<file path="config.mk">
export PLATFORM = sky130hd
export DESIGN_NAME = clock_generator
export DESIGN_NICKNAME = d
export VERILOG_FILES = /design/src/rtl/clock_generator.sv
export SDC_FILE = /design/constraint.sdc
export NUM_CORES = 1
export LEC_CHECK = 0
export CAP_MARGIN = 20
export CORE_ASPECT_RATIO = 0.7
export CORE_MARGIN = 4
export CORE_UTILIZATION = 49
export CTS_BUF_LIST = sky130_fd_sc_hd__clkbuf_16
export DETAILED_ROUTE_END_ITERATION = 7
export PLACE_DENSITY = 0.76
export SLEW_MARGIN = 10
export SYNTH_ARGS = -nofsm -noshare
export SYNTH_HDL_FRONTEND = slang
export SYNTH_SLANG_ARGS = --single-unit
</file>
<file path="constraint.sdc">
create_clock -name clk -period 2.5 [get_ports clk]
set_input_delay 0.25 -clock clk [delete_from_list [all_inputs] [get_ports clk]]
set_output_delay 0.25 -clock clk [all_outputs]
set_load 0.02 [all_outputs]
</file>
<file path="src/rtl/clock_generator.sv">
// Programmable 50%-duty clock divider with glitch-free stop and phase-boundary
// reloads of the half-period; emits single-cycle rise/fall strobes.
//
// state | meaning
// IDLE  | clock parked low, cnt held at 0, half_active tracks half_pend
// RUN   | counting half_active cycles per phase, toggling clock at each boundary
module clock_generator #(
  parameter int DIV_W        = 8,
  parameter int DEFAULT_HALF = 5
) (
  input  logic             clk,
  input  logic             reset,
  input  logic             enable,
  input  logic             half_load,
  input  logic [DIV_W-1:0] half_in,
  output logic             clock,
  output logic             rise_pulse,
  output logic             fall_pulse,
  output logic [DIV_W-1:0] half_active
);

  localparam logic [DIV_W-1:0] RST_HALF =
    (DEFAULT_HALF == 0) ? DIV_W'(1) : DIV_W'(DEFAULT_HALF);

  typedef enum logic {IDLE, RUN} state_t;

  state_t           state, state_n;
  logic [DIV_W-1:0] cnt, cnt_n;
  logic [DIV_W-1:0] half_pend, half_pend_n;
  logic [DIV_W-1:0] half_active_n;
  logic [DIV_W-1:0] load_val;
  logic             clock_n, rise_n, fall_n;

  always_ff @(posedge clk or posedge reset) begin
    if (reset) begin
      state       <= IDLE;
      cnt         <= '0;
      half_pend   <= RST_HALF;
      half_active <= RST_HALF;
      clock       <= 1'b0;
      rise_pulse  <= 1'b0;
      fall_pulse  <= 1'b0;
    end else begin
      state       <= state_n;
      cnt         <= cnt_n;
      half_pend   <= half_pend_n;
      half_active <= half_active_n;
      clock       <= clock_n;
      rise_pulse  <= rise_n;
      fall_pulse  <= fall_n;
    end
  end

  always_comb begin
    load_val      = (half_in == '0) ? DIV_W'(1) : half_in;
    // A load on a toggle edge must already govern the phase that starts there
    half_pend_n   = half_load ? load_val : half_pend;
    state_n       = state;
    cnt_n         = cnt;
    clock_n       = clock;
    half_active_n = half_active;

    case (state)
      IDLE: begin
        clock_n       = 1'b0;
        cnt_n         = '0;
        half_active_n = half_pend;
        if (enable) state_n = RUN;
      end
      RUN: begin
        if (!enable && !clock) begin
          state_n = IDLE;
          cnt_n   = '0;
        end else if (cnt == half_active - DIV_W'(1)) begin
          clock_n       = ~clock;
          cnt_n         = '0;
          half_active_n = half_pend_n;
          // a high phase always completes; stopping happens on its falling edge
          if (clock && !enable) state_n = IDLE;
        end else begin
          cnt_n = cnt + DIV_W'(1);
        end
      end
      default: state_n = IDLE;
    endcase

    rise_n = clock_n & ~clock;
    fall_n = ~clock_n & clock;
  end

endmodule

</file>
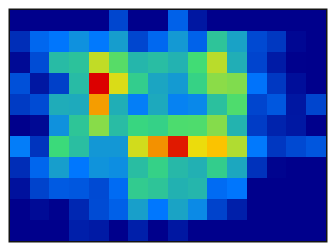
*Signal metal coverage by tile*
The die is cut into 16 by 11 equal tiles; dark blue is low, red is high, scaled to the fullest tile. Values are wire area over tile area, all layers added.
densest ninth of the die: middle
emptiest ninth of the die: bottom right
fullest tile: 0.57
nearly empty tiles: 26%
tiles over half the peak: 11%
mean over tiles: 0.13

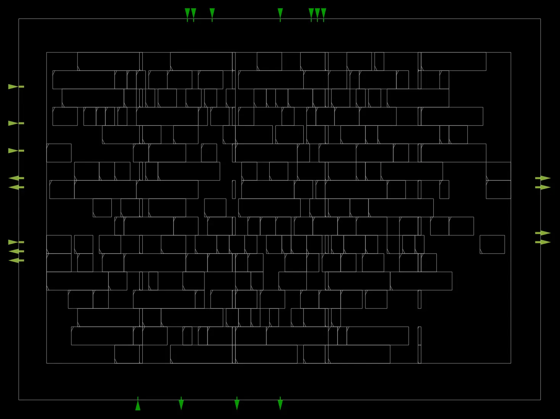
*Cell placement*
FILL cells: 244
tap cells: 38
Post-Route Utilization: 0.6616
flop count: 28

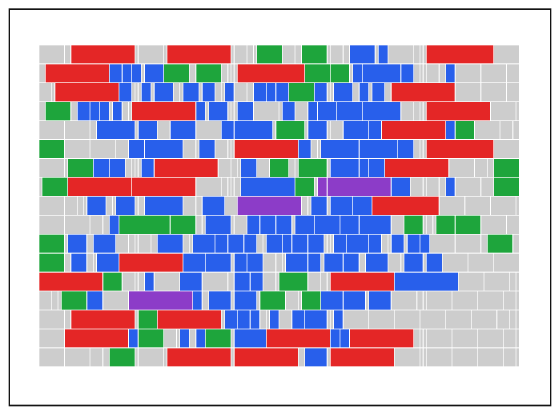
*Cell classes on the final placement*
Fill, decap, tap and diode cells in grey.
legend:
  red:
    class: sequential cells
    cells: 28
  purple:
    class: clock drivers and dummy loads
    cells: 4
  green:
    class: remaining buffers and delay cells
    cells: 35
  blue:
    class: remaining logic cells
    cells: 133

==> Changelog: implementation <==
### Metrics

* Result of the run: finished clean
* Final clock period utilization by the worst path at 0.9952
* Horizontal die dimension at between 70 and 80 um
* Most frequent logic cells in the routed design: sky130_fd_sc_hd__dfrtp_1 (24), sky130_fd_sc_hd__clkdlybuf4s50_1 (22), sky130_fd_sc_hd__inv_1 (12)
* Total detailed-routing wirelength at approximately 3.8 mm
* Largest net degree at the start of global routing at 29
* Number of antenna diodes at 0
* Total CTS buffers at 3
* Die area at about 0.0044 sq mm
* Half-perimeter wire length after placement at ~2.7 mm
* Core ar. at between 0.003 and 0.004 sq mm
* Non-clock buffer area fraction after layout at 0.1618
* Global routing's busiest layer: met2
* Static leakage at about 0.85 nW
* Clock tree sinks at 28
* Maximum clock skew at final layout at between 0.0015 and 0.002 ns
* Max stage delay on crit path at roughly 0.55 ns
* RePlAce Congestion at about 0.85
* Clk buf depth at 2
* Tally of OpenROAD warnings at 29
* Number of global-route vias before repair at approximately 1400
* Least-Margin Pin Slew at 0.6269 ns
* Accumulated negative setup slack at 0 ns
* Number of clock buffers in the layout at 3
* Layout cells sized above 1 at 0.1950
* Leading cell type in the layout, fill and taps excluded: sky130_fd_sc_hd__dfrtp_1
* Required time of the critical path at between 2 and 3 ns
* Via density per instance at between 5 and 6
* Grt total ovfl at 0
* Net count of the mapped netlist at about 190
* FP Rows at 17
* Setup repair after global routing missed its margin: yes
* Root Buffer: sky130_fd_sc_hd__clkbuf_16
* Met2 wire len at 1.757 mm
* Area delta synth->final at 27.22%
* R2r setup slk at roughly 0.012 ns
* Final Hold Violation Tally at 0
* Combinational gate count at between 100 and 150
* Multi-input combinational cell area at 885.9 sq um
* Arrival time at the worst endpoint at between 2 and 3 ns
* Max VDD drop at between 0.4 and 0.5 mV
* Buffers excl. clock at 35
* Post-Syn Area at 0.001659 sq mm
* Yosys stat cell total at approximately 170
* Total length of routed met3 wires at roughly 160 um
* Max-cap violation count at 0
* Non-filler cells in the finished layout at approximately 240
* Count of warnings emitted by yosys at 0
* Yosys-reported design area after synthesis at 0.001659 sq mm
* Layout Cell Area excl Fill at ~0.0021 sq mm
* Clock tree from TritonCTS: done
* Clock transition time at the flip-flop clock pins of the worst setup and hold paths at approximately 0.070 ns
* Top_reg_cell synth: sky130_fd_sc_hd__dfrtp_1
* Final-report setup violation count at 0
* Kind of cell with the highest combined delay on the critical path: AND-OR/OR-AND gates
* Number of buffers inserted by hold repair at cts at 0
* Post-synthesis average cell area at 9.646 sq um
* Clock network area share at 0.03734
* Ports at 23
* Total global routing track utilization at 0.1821
* WL/cell at 15.86 um
* Worst Path Class, Setup: reg2reg
* Total power consumption of the routed design at between 1 and 1.5 mW
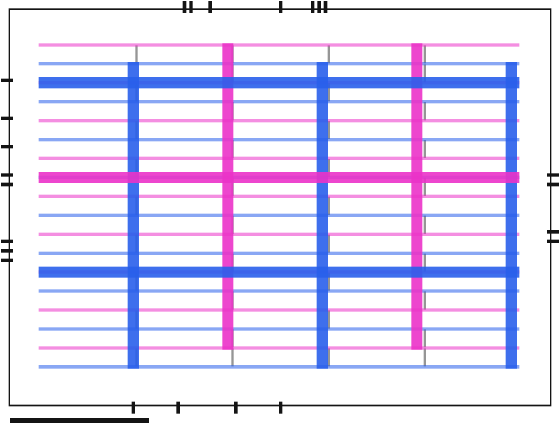
*Supply network*
The bar under the picture is 20 um long. Pins as bars on the die edge. Tap cells in grey.
legend:
  magenta:
    net: VDD
  blue:
    net: VSS
met4 straps: 5
met5 straps: 3
tap cells: 38

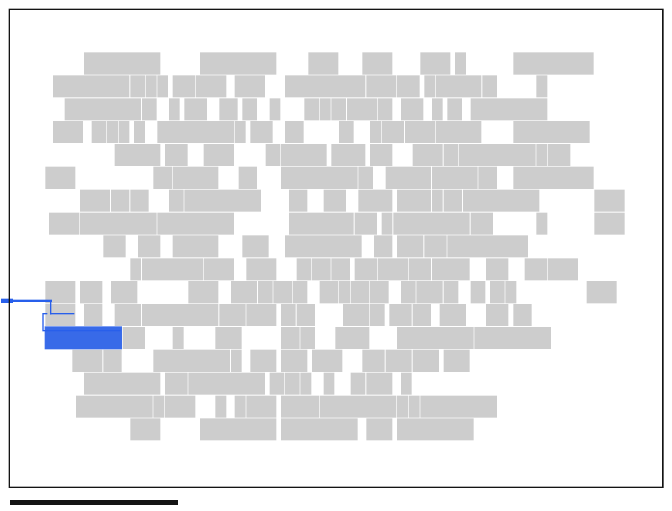
*Nets reached from selected ports*
The bar under the picture is 20 um long.
legend:
  blue:
    port: `rise_pulse`
    bits: 1
    direction: output
    edge: left
    end_cells: 1
    buffers: 1
    wire: 20.4 um

flip-flops by register name, indices dropped and copies added, names as in the netlist:
register and count:
fall_pulse 1, cnt 8, rise_pulse 1, half_pend 8, state 1, clock 1
half_active 8
cell families after synthesis:
kind of cell             after synthesis  synth area share
AND-OR/OR-AND                         34            0.1840
XOR/XNOR                              13           0.06863
AND/OR/NAND/NOR                       71            0.2436
adder cells (fa/ha/maj)                2           0.01508
flip-flops                            28            0.4253
buffers and inverters                 24           0.06335
power by group:
part | total [mW] | internal [mW] | switching, mW
Combinational | 0.265 | 0.129 | 0.136
Sequential | 0.524 | 0.488 | 0.0360
Clock | 0.370 | 0.215 | 0.155
Power is estimated from default activity; no workload was simulated.
